==> run_1/placement.png <==
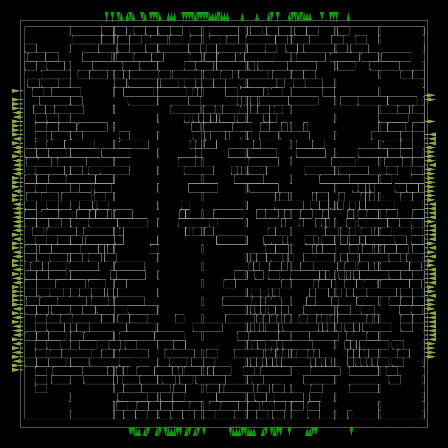
==> run_1/metal_density.png <==
25 x 25 tiles, from dark blue (low) to red (high), scaled to the fullest tile. Values are wire area over tile area, all layers added.
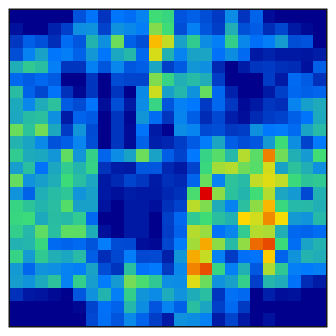
==> run_1/placement_by_type.png <==
Fill, decap, tap and diode cells in gray.
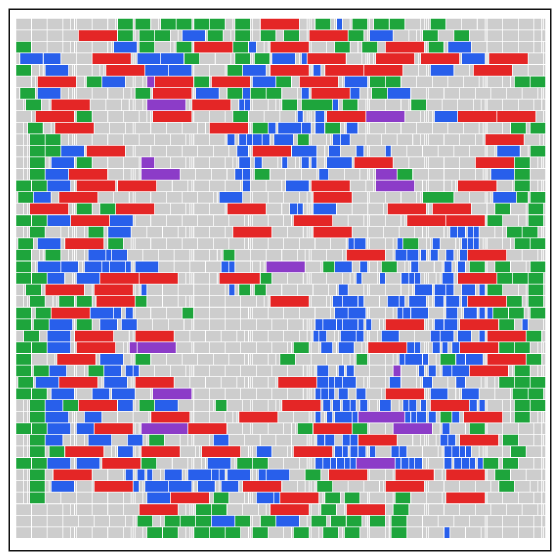
## src/rtl/load_store_unit_pkg.sv

```systemverilog
// Shared LSU definitions: data width, FSM state encoding, RV32I width codes.
// Latency: n/a (types, constants and pure functions only).
// Backpressure: n/a.
package load_store_unit_pkg;

    localparam int WORD_SIZE = 32;

    typedef enum logic [1:0] {
        ST_IDLE = 2'd0,
        ST_WAIT = 2'd1,
        ST_RESP = 2'd2,
        ST_ERR  = 2'd3
    } lsu_state_t;

    // RV32I funct3 width codes (loads use all five, stores the first three)
    localparam logic [2:0] F3_B  = 3'b000;
    localparam logic [2:0] F3_H  = 3'b001;
    localparam logic [2:0] F3_W  = 3'b010;
    localparam logic [2:0] F3_BU = 3'b100;
    localparam logic [2:0] F3_HU = 3'b101;

    // Unsigned widths only exist for loads
    function automatic logic f3_legal(input logic we, input logic [2:0] f3);
        case (f3)
            F3_B, F3_H, F3_W: return 1'b1;
            F3_BU, F3_HU:     return ~we;
            default:          return 1'b0;
        endcase
    endfunction

    function automatic logic f3_aligned(input logic [2:0] f3, input logic [1:0] off);
        case (f3)
            F3_H, F3_HU: return ~off[0];
            F3_W:        return (off == 2'b00);
            default:     return 1'b1;
        endcase
    endfunction

    // Low two funct3 bits give the access size for both loads and stores
    function automatic logic [3:0] byte_en(input logic [2:0] f3, input logic [1:0] off);
        case (f3[1:0])
            2'b00:   return 4'b0001 << off;
            2'b01:   return 4'b0011 << off;
            default: return 4'b1111;
        endcase
    endfunction

endpackage

```

## src/rtl/load_store_unit_align.sv

```systemverilog
// Load lane selection and sign/zero extension of a memory word.
// Latency: purely combinational.
// Backpressure: none; output follows inputs.
import load_store_unit_pkg::*;

module load_store_unit_align #(
    parameter int WORD_SIZE = load_store_unit_pkg::WORD_SIZE
) (
    input  logic [WORD_SIZE-1:0] word,
    input  logic [1:0]           offset,
    input  logic [2:0]           funct3,
    output logic [WORD_SIZE-1:0] rdata
);

    logic [7:0]  lane_b;
    logic [15:0] lane_h;

    // Pick the addressed byte/halfword, then extend per width code
    always_comb begin
        lane_b = 8'h00;
        lane_h = 16'h0000;
        rdata  = word;
        case (offset)
            2'd0:    lane_b = word[7:0];
            2'd1:    lane_b = word[15:8];
            2'd2:    lane_b = word[23:16];
            default: lane_b = word[31:24];
        endcase
        lane_h = offset[1] ? word[31:16] : word[15:0];
        case (funct3)
            F3_B:    rdata = {{(WORD_SIZE-8){lane_b[7]}}, lane_b};
            F3_BU:   rdata = {{(WORD_SIZE-8){1'b0}}, lane_b};
            F3_H:    rdata = {{(WORD_SIZE-16){lane_h[15]}}, lane_h};
            F3_HU:   rdata = {{(WORD_SIZE-16){1'b0}}, lane_h};
            default: rdata = word;
        endcase
    end

endmodule

```

## src/rtl/load_store_unit.sv

```systemverilog
// RV32I load/store unit: checks, issues one word-aligned memory access, extends loads.
// Latency: done 2 cycles after request with immediate ack (+1 per wait cycle); faults in 1.
// Backpressure: holds the memory request stable until i_MemAck; busy blocks new requests.
import load_store_unit_pkg::*;

module load_store_unit #(
    parameter int WORD_SIZE = load_store_unit_pkg::WORD_SIZE
) (
    input  logic                 i_clk,
    input  logic                 i_rst_n,
    input  logic                 i_Req,
    input  logic                 i_We,
    input  logic [2:0]           i_Funct3,
    input  logic [WORD_SIZE-1:0] i_Addr,
    input  logic [WORD_SIZE-1:0] i_WData,
    output logic                 o_Busy,
    output logic                 o_Done,
    output logic                 o_Fault,
    output logic [WORD_SIZE-1:0] o_RData,
    output logic                 o_MemReq,
    output logic                 o_MemWe,
    output logic [WORD_SIZE-1:0] o_MemAddr,
    output logic [WORD_SIZE-1:0] o_MemWData,
    output logic [3:0]           o_MemBe,
    input  logic                 i_MemAck,
    input  logic [WORD_SIZE-1:0] i_MemRData
);

    lsu_state_t           state;
    logic                 we_q;
    logic [2:0]           funct3_q;
    logic [WORD_SIZE-1:0] addr_q;
    logic [WORD_SIZE-1:0] wdata_q;
    logic [WORD_SIZE-1:0] load_data;
    logic                 req_ok;

    assign req_ok    = f3_legal(i_We, i_Funct3) && f3_aligned(i_Funct3, i_Addr[1:0]);
    assign o_MemAddr = {addr_q[WORD_SIZE-1:2], 2'b00};

    // Replicate store data across every lane the access size can occupy
    always_comb begin
        o_MemWData = wdata_q;
        case (funct3_q[1:0])
            2'b00:   o_MemWData = {4{wdata_q[7:0]}};
            2'b01:   o_MemWData = {2{wdata_q[15:0]}};
            default: o_MemWData = wdata_q;
        endcase
    end

    load_store_unit_align #(.WORD_SIZE(WORD_SIZE)) u_align (
        .word   (i_MemRData),
        .offset (addr_q[1:0]),
        .funct3 (funct3_q),
        .rdata  (load_data)
    );

    // Access FSM with registered handshake/status outputs
    always_ff @(posedge i_clk or negedge i_rst_n) begin
        if (!i_rst_n) begin
            state    <= ST_IDLE;
            we_q     <= 1'b0;
            funct3_q <= 3'b000;
            addr_q   <= '0;
            wdata_q  <= '0;
            o_Busy   <= 1'b0;
            o_Done   <= 1'b0;
            o_Fault  <= 1'b0;
            o_RData  <= '0;
            o_MemReq <= 1'b0;
            o_MemWe  <= 1'b0;
            o_MemBe  <= 4'b0000;
        end else begin
            o_Done  <= 1'b0;
            o_Fault <= 1'b0;
            case (state)
                ST_IDLE: begin
                    if (i_Req && req_ok) begin
                        state    <= ST_WAIT;
                        we_q     <= i_We;
                        funct3_q <= i_Funct3;
                        addr_q   <= i_Addr;
                        wdata_q  <= i_WData;
                        o_Busy   <= 1'b1;
                        o_MemReq <= 1'b1;
                        o_MemWe  <= i_We;
                        o_MemBe  <= byte_en(i_Funct3, i_Addr[1:0]);
                    end else if (i_Req) begin
                        // Rejected access never reaches memory
                        state   <= ST_ERR;
                        o_Busy  <= 1'b1;
                        o_Done  <= 1'b1;
                        o_Fault <= 1'b1;
                    end
                end
                ST_WAIT: begin
                    if (i_MemAck) begin
                        state    <= ST_RESP;
                        o_Done   <= 1'b1;
                        o_MemReq <= 1'b0;
                        o_MemWe  <= 1'b0;
                        o_MemBe  <= 4'b0000;
                        if (!we_q) begin
                            o_RData <= load_data;
                        end
                    end
                end
                default: begin
                    // RESP and ERR both last exactly one cycle
                    state  <= ST_IDLE;
                    o_Busy <= 1'b0;
                end
            endcase
        end
    end

endmodule

```

## config.mk

```make
export PLATFORM = sky130hd
export DESIGN_NAME = load_store_unit
export DESIGN_NICKNAME = d
export VERILOG_FILES = /design/src/rtl/load_store_unit_pkg.sv /design/src/rtl/load_store_unit_align.sv /design/src/rtl/load_store_unit.sv
export SDC_FILE = /design/constraint.sdc
export NUM_CORES = 1
export LEC_CHECK = 0
export ABC_CLOCK_PERIOD_IN_PS = 2600
export CAP_MARGIN = 15
export CELL_PAD_IN_SITES_DETAIL_PLACEMENT = 0
export CELL_PAD_IN_SITES_GLOBAL_PLACEMENT = 1
export CORE_UTILIZATION = 37
export CTS_BUF_LIST = sky130_fd_sc_hd__clkbuf_4 sky130_fd_sc_hd__clkbuf_8 sky130_fd_sc_hd__clkbuf_16
export CTS_CLUSTER_DIAMETER = 30
export CTS_CLUSTER_SIZE = 10
export DETAILED_ROUTE_END_ITERATION = 7
export PLACE_DENSITY = 0.91
export SYNTH_ARGS = -nofsm -noshare
export SYNTH_HDL_FRONTEND = slang
export SYNTH_SLANG_ARGS = --single-unit
```

## constraint.sdc

```tcl
create_clock -name i_clk -period 2.6 [get_ports i_clk]
set_input_delay 0.26 -clock i_clk [delete_from_list [all_inputs] [get_ports i_clk]]
set_output_delay 0.26 -clock i_clk [all_outputs]
set_load 0.03 [all_outputs]
```

==> impl_metrics.csv, run 1 <==
group,metric,value,unit
cts,worst_setup_hold_path_clk_slew,0.07,ns
layout,largestRegisters,"addr_q x32, o_RData x32, wdata_q x32",
power,power.combinational.fraction,0.581,
placement,port_buffers,206,
cts,cts_buffers,9,
setup_path,worst-setup-path-type,"flop to output port",
logic_synthesis,synth_stat.cells,488,
power,comb_power,6.47,mW
setup_path,reg2reg_to,"o_RData[18]",
sta,slew_headroom,0.508,
sta,setup_tns,0,ns
worst_hold_path,hold_end,"o_RData[22]",
routing,routed-wl-met2,6970,um
setup_path,worst_setup_path_start_kind,"flop",
cts,holdBufCountCts,1,
grt,grt_pass1_wl,22800,um
logic_synthesis,mux_area_frac,0.233,
layout,comb_cells,298,
routing,detail_route.wl_per_cell,16.5,um
sta,maxSlewViolCount,0,
layout,clock_buffers,10,
routing,vias_per_cell,4.89,
floorplan,chipHeight,127,um
worst_hold_path,depth_of_the_worst_hold_timing_path,2,
grt,grtUsageMet2,0.307,
logic_synthesis,yosys.stat.chipArea,0.00579,sq mm
worst_hold_path,min_path_type,"flop to flop",
setup_path,worst_path_largest_cell_delay,0.60,ns
logic_synthesis,syn-cell-area,0.00579,sq mm
logic_synthesis,synth_area_per_cell,11.9,sq um
placement,dp.final_hpwl,10500,um
power,power,11.1,mW
run_status,run_status,"finished, final reports clean",
placement,post-place-ws,0.392,ns
power,power.sequential.total,3.17,mW
logic_synthesis,netlist.top_cell.by_instances,"sky130_fd_sc_hd__dfrtp_1",
grt,global_route.overflow_total,0,
sta,rsz0062_at_grt,"no",
cts,cts_setup_buffers,0,
power,clockNetworkPower,1.50,mW
floorplan,initial_utilization,0.379,
placement,count_of_placed_standard_cells_including_taps,848,
setup_path,buffer_and_inverter_count_on_the_worst_path,2,
logic_synthesis,ys_async_sr_fraction,1.00,
cts,post_cts_resized,0,
grt,antenna_violations_before_repair,0,
power,static_leakage,3.63,nW
setup_path,cp_cell_sequence,"nor2_1 > buf_4 > mux2_2 > clkdlybuf4s50_1",
sta,actual_slew_at_the_worst_max_slew_pin,0.738,ns
logic_synthesis,synth_adder_area_share,0,
power,power.density_cell_area,1390,mW/mm^2
logic_synthesis,ys.flop_type,"sky130_fd_sc_hd__dfrtp_1",
layout,drive_gt1_frac,0.202,
power,share_of_total_power_in_the_clock_network,0.134,
layout,antenna_diode_count,0,
logic_synthesis,topCellsByArea,"sky130_fd_sc_hd__dfrtp_1, sky130_fd_sc_hd__mux2_4, sky130_fd_sc_hd__buf_4, sky130_fd_sc_hd__mux2_2, sky130_fd_sc_hd__nand2_1",
floorplan,die-area,0.0161,sq mm
grt,gr_met1_demand_resource,0.219,
cts,clock_tree.root_cell,"sky130_fd_sc_hd__clkbuf_16",
power,net-switching-power,4.62,mW
sta,min_period_over_period,0.896,
worst_hold_path,hold_path.startpoint,"o_RData[22]",
setup_path,reg2reg_depth,5,
layout,non_clock_inverter_count,9,
power,intPower,6.51,mW
sta,post_route_hold_slack,0.501,ns
cts,worst_skew_pair.late_latency,0.35,ns
layout,final_common_cell,"sky130_fd_sc_hd__clkdlybuf4s50_1",
layout,num-nonclk-buffers,220,
logic_synthesis,ys_sh_aoi,0.0755,
setup_path,kind_of_cell_adding_the_most_delay_to_the_critical_path,"buffers and inverters",
sta,finalWorstPathRequiredPeriod,2.33,ns
power,pwr-share-seq,0.284,
layout,comb-cell-share,0.302,
setup_path,critical_path.max_fanout,6,
power,netSwitchingFraction,0.415,
layout,flow.area_growth_from_synthesis,38.5,%
logic_synthesis,synthCells,488,
placement,globalplace.congestion,0.843,
grt,grtUsageMet3,0.0398,
logic_synthesis,dominant_non_sequential_cell_family_after_synthesis,"multiplexers",
floorplan,die_w,127,um
logic_synthesis,synth_sequential_area_ratio,0.480,
sta,skew,0.00960,ns
setup_path,critical_path.startpoint,"funct3_q[0]",
cts,tritoncts_num_sinks,111,
routing,drc_errors,0,
logic_synthesis,netlist-cell-type-count,41,
logic_synthesis,yosysTopAreaCell,"sky130_fd_sc_hd__dfrtp_1",
layout,finalNetCount,753,
sta,worst_slack,0.270,ns
setup_path,crit_cells,4,
logic_synthesis,synthesis.yosys.warnings,0,
cts,cts_tree,"yes",
setup_path,critical_path.slowest_cell,"sky130_fd_sc_hd__clkdlybuf4s50_1",
routing,highest_layer,"met4",
routing,wirelength_met1,6060,um
logic_synthesis,synth-simple-area-share,0.109,
routing,detailedRoute.firstPassIterationCount,4,
grt,global_route.peak_usage_layer,"met2",
layout,buf_share,0.273,
setup_path,worst_ep_required_time,2.34,ns
power,max-vdd-ir-drop,1.06,mV
layout,largest_cell_class,"sequential cells",
sta,finalHoldViolCount,0,
grt,grt_max_degree,60,
routing,initialDrtViolationCount,194,
routing,dr_wl_met3,955,um
## Picture notes: placement.png
fill cell instance count of the final layout: 1347
seq_cells: 111
Core Util, Final: 0.525
Post-Layout Cell Count: 865

## Picture notes: metal_density.png
The densest ninth of the die: middle right. 11% of the tiles are over half the peak. 10% of the tiles are nearly empty.
routed vias: 4229
combined global-route utilization of all metal layers: 0.181
drt total wl: 14300 um

## Picture notes: placement_by_type.png
Key: blue = combinational and other logic [cells 307]; purple = clock drivers and dummy loads [cells 16]; green = other buffers and delay cells [cells 220]; red = flops [cells 111]
final instance area: 0.00802 sq mm
Floorplan Core Area: 0.0153 sq mm
sequential cell area share: 0.347
number of rows created at floorplan: 45

==> run 2: changes to the inputs <==
Settings changed: CORE_MARGIN set to 5, HOLD_SLACK_MARGIN set to 0.06.
==> run_2/placement_by_type.png <==
Fill, decap, tap and diode cells in gray.
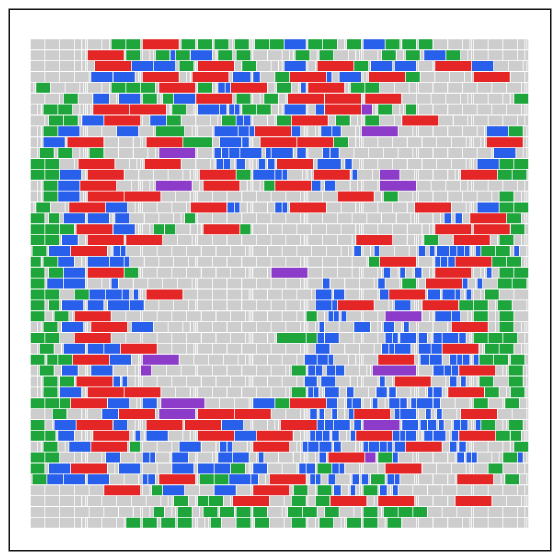
Key: green = other buffers and delay cells [cells 221]; red = flops [cells 111]; purple = clock drivers and dummy loads [cells 15]; blue = combinational and other logic [cells 307]

==> run_2/power_grid.png <==
Scale bar: 50 um. Pins as bars on the die edge. Tap cells in gray.
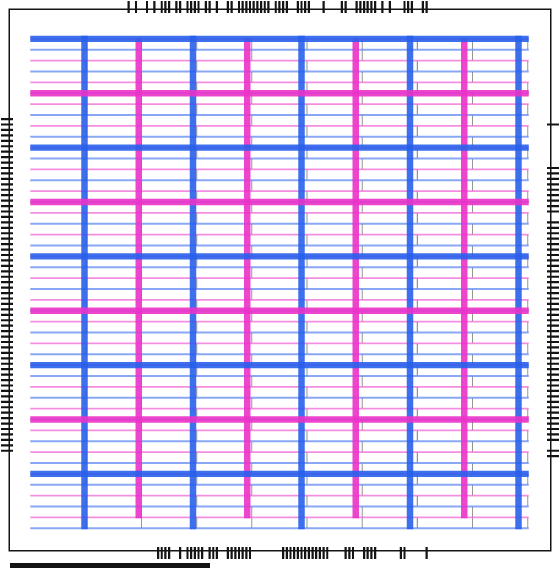
Key: blue = VSS; magenta = VDD
The core has 45 rows. 211 tap cells.
maximum ir drop on the vdd rail: 0.934 mV
Die X: 135 um
Die Span Y: 135 um

==> impl_metrics.csv, run 2 <==
group,metric,value,unit
run_status,run_status,"finished, final reports clean",
logic_synthesis,ys_async_sr_fraction,1.00,
grt,global_route.overflow_total,0,
logic_synthesis,synth_adder_area_share,0,
routing,dr_wl_met3,1070,um
routing,finalWirelength,15600,um
layout,comb-cell-share,0.303,
setup_path,cp_cell_sequence,"buf_4 > mux2_2 > clkdlybuf4s50_1",
logic_synthesis,dominant_non_sequential_cell_family_after_synthesis,"multiplexers",
layout,postLayoutCellArea,0.00801,sq mm
power,power.sequential.total,3.17,mW
setup_path,worst-setup-path-type,"flop to output port",
layout,buf_share,0.273,
power,net-switching-power,4.67,mW
layout,drive_gt1_frac,0.216,
cts,clockBufferDepth,2,
grt,grtUsageMet2,0.286,
routing,routed-wl-met2,7700,um
layout,most-common-layout-cells,"sky130_fd_sc_hd__clkdlybuf4s50_1, sky130_fd_sc_hd__dfrtp_1, sky130_fd_sc_hd__mux2_4, sky130_fd_sc_hd__nand2_1, sky130_fd_sc_hd__nand3_1",
sta,finalWorstPathRequiredPeriod,2.28,ns
sta,post_route_hold_slack,0.419,ns
cts,clock_tree.root_cell,"sky130_fd_sc_hd__clkbuf_16",
placement,port_buffers,206,
routing,detailedRoute.firstPassIterationCount,5,
logic_synthesis,yosys.stat.chipArea,0.00579,sq mm
sta,min_period_over_period,0.877,
setup_path,kind_of_cell_adding_the_most_delay_to_the_critical_path,"buffers and inverters",
routing,highest_layer,"met4",
logic_synthesis,syn-cell-area,0.00579,sq mm
setup_path,crit_cells,3,
floorplan,die-area,0.0182,sq mm
layout,final_core_util,0.525,
sta,maxSlewViolCount,0,
layout,flow.area_growth_from_synthesis,38.4,%
placement,count_of_placed_standard_cells_including_taps,849,
setup_path,cp.arrival,2.02,ns
setup_path,reg2reg_depth,5,
layout,clock_buffers,12,
routing,vias_per_cell,5.03,
sta,skew,0.00762,ns
routing,wirelength_met1,6540,um
cts,cts_setup_buffers,0,
worst_hold_path,min_path_type,"input pin to async pin",
layout,finalNonFillerCells,865,
layout,finalNetCount,754,
grt,global_route.peak_usage_layer,"met2",
power,pwr-share-seq,0.284,
floorplan,placement_rows,45,
placement,post-place-ws,0.427,ns
grt,antenna_violations_before_repair,0,
logic_synthesis,synth_stat.cells,488,
power,share_of_total_power_in_the_clock_network,0.135,
layout,fillers,1318,
cts,cts_buffers,9,
logic_synthesis,mux_area_frac,0.233,
layout,seqAreaFraction,0.347,
logic_synthesis,synthesis.yosys.warnings,0,
logic_synthesis,yosysTopAreaCell,"sky130_fd_sc_hd__dfrtp_1",
power,clockNetworkPower,1.50,mW
power,power.density_cell_area,1390,mW/mm^2
setup_path,worst_path_largest_cell_delay,0.60,ns
logic_synthesis,synth_sequential_area_ratio,0.480,
routing,drc_errors,0,
logic_synthesis,ys.flop_type,"sky130_fd_sc_hd__dfrtp_1",
setup_path,critical_path.max_fanout,31,
cts,worst_skew_pair.late_latency,0.34,ns
cts,holdBufCountCts,1,
logic_synthesis,netlist.top_cell.by_instances,"sky130_fd_sc_hd__dfrtp_1",
power,netSwitchingFraction,0.419,
run,maxCapViolations,0,
routing,detail_route.wl_per_cell,18.0,um
power,power,11.1,mW
grt,gr-usage-all-layers,0.166,
layout,num-nonclk-buffers,221,
power,power.combinational.fraction,0.581,
grt,grt_max_degree,49,
routing,dr_total_vias,4351,
layout,largestRegisters,"addr_q x32, o_RData x32, wdata_q x32",
sta,setup_tns,0,ns
power,intPower,6.47,mW
grt,gr_met1_demand_resource,0.206,
sta,actual_slew_at_the_worst_max_slew_pin,0.638,ns
setup_path,critical_path.startpoint,"funct3_q[1]",
sta,rsz0062_at_grt,"no",
logic_synthesis,netlist-cell-type-count,41,
cts,tritoncts_num_sinks,111,
layout,final_common_cell,"sky130_fd_sc_hd__clkdlybuf4s50_1",
logic_synthesis,synth_area_per_cell,11.9,sq um
layout,largest_cell_class,"sequential cells",
placement,globalplace.congestion,0.858,
cts,cts_tree,"yes",
cts,post_cts_resized,0,
placement,dp.final_hpwl,11500,um
routing,initialDrtViolationCount,297,
power,comb_power,6.48,mW
floorplan,initial_utilization,0.379,
logic_synthesis,ys_sh_aoi,0.0755,
floorplan,core_area,0.0153,sq mm
layout,non_clock_inverter_count,9,
setup_path,reg2reg_to,"o_RData[22]",
layout,comb_cells,298,
setup_path,worst_setup_path_start_kind,"flop",
logic_synthesis,synth-simple-area-share,0.109,
cts,worst_setup_hold_path_clk_slew,0.07,ns
logic_synthesis,synthCells,488,
grt,grtUsageMet3,0.0380,
layout,numSequentialCells,111,
grt,grt_pass1_wl,24200,um
Power is estimated from default activity; no workload was simulated.
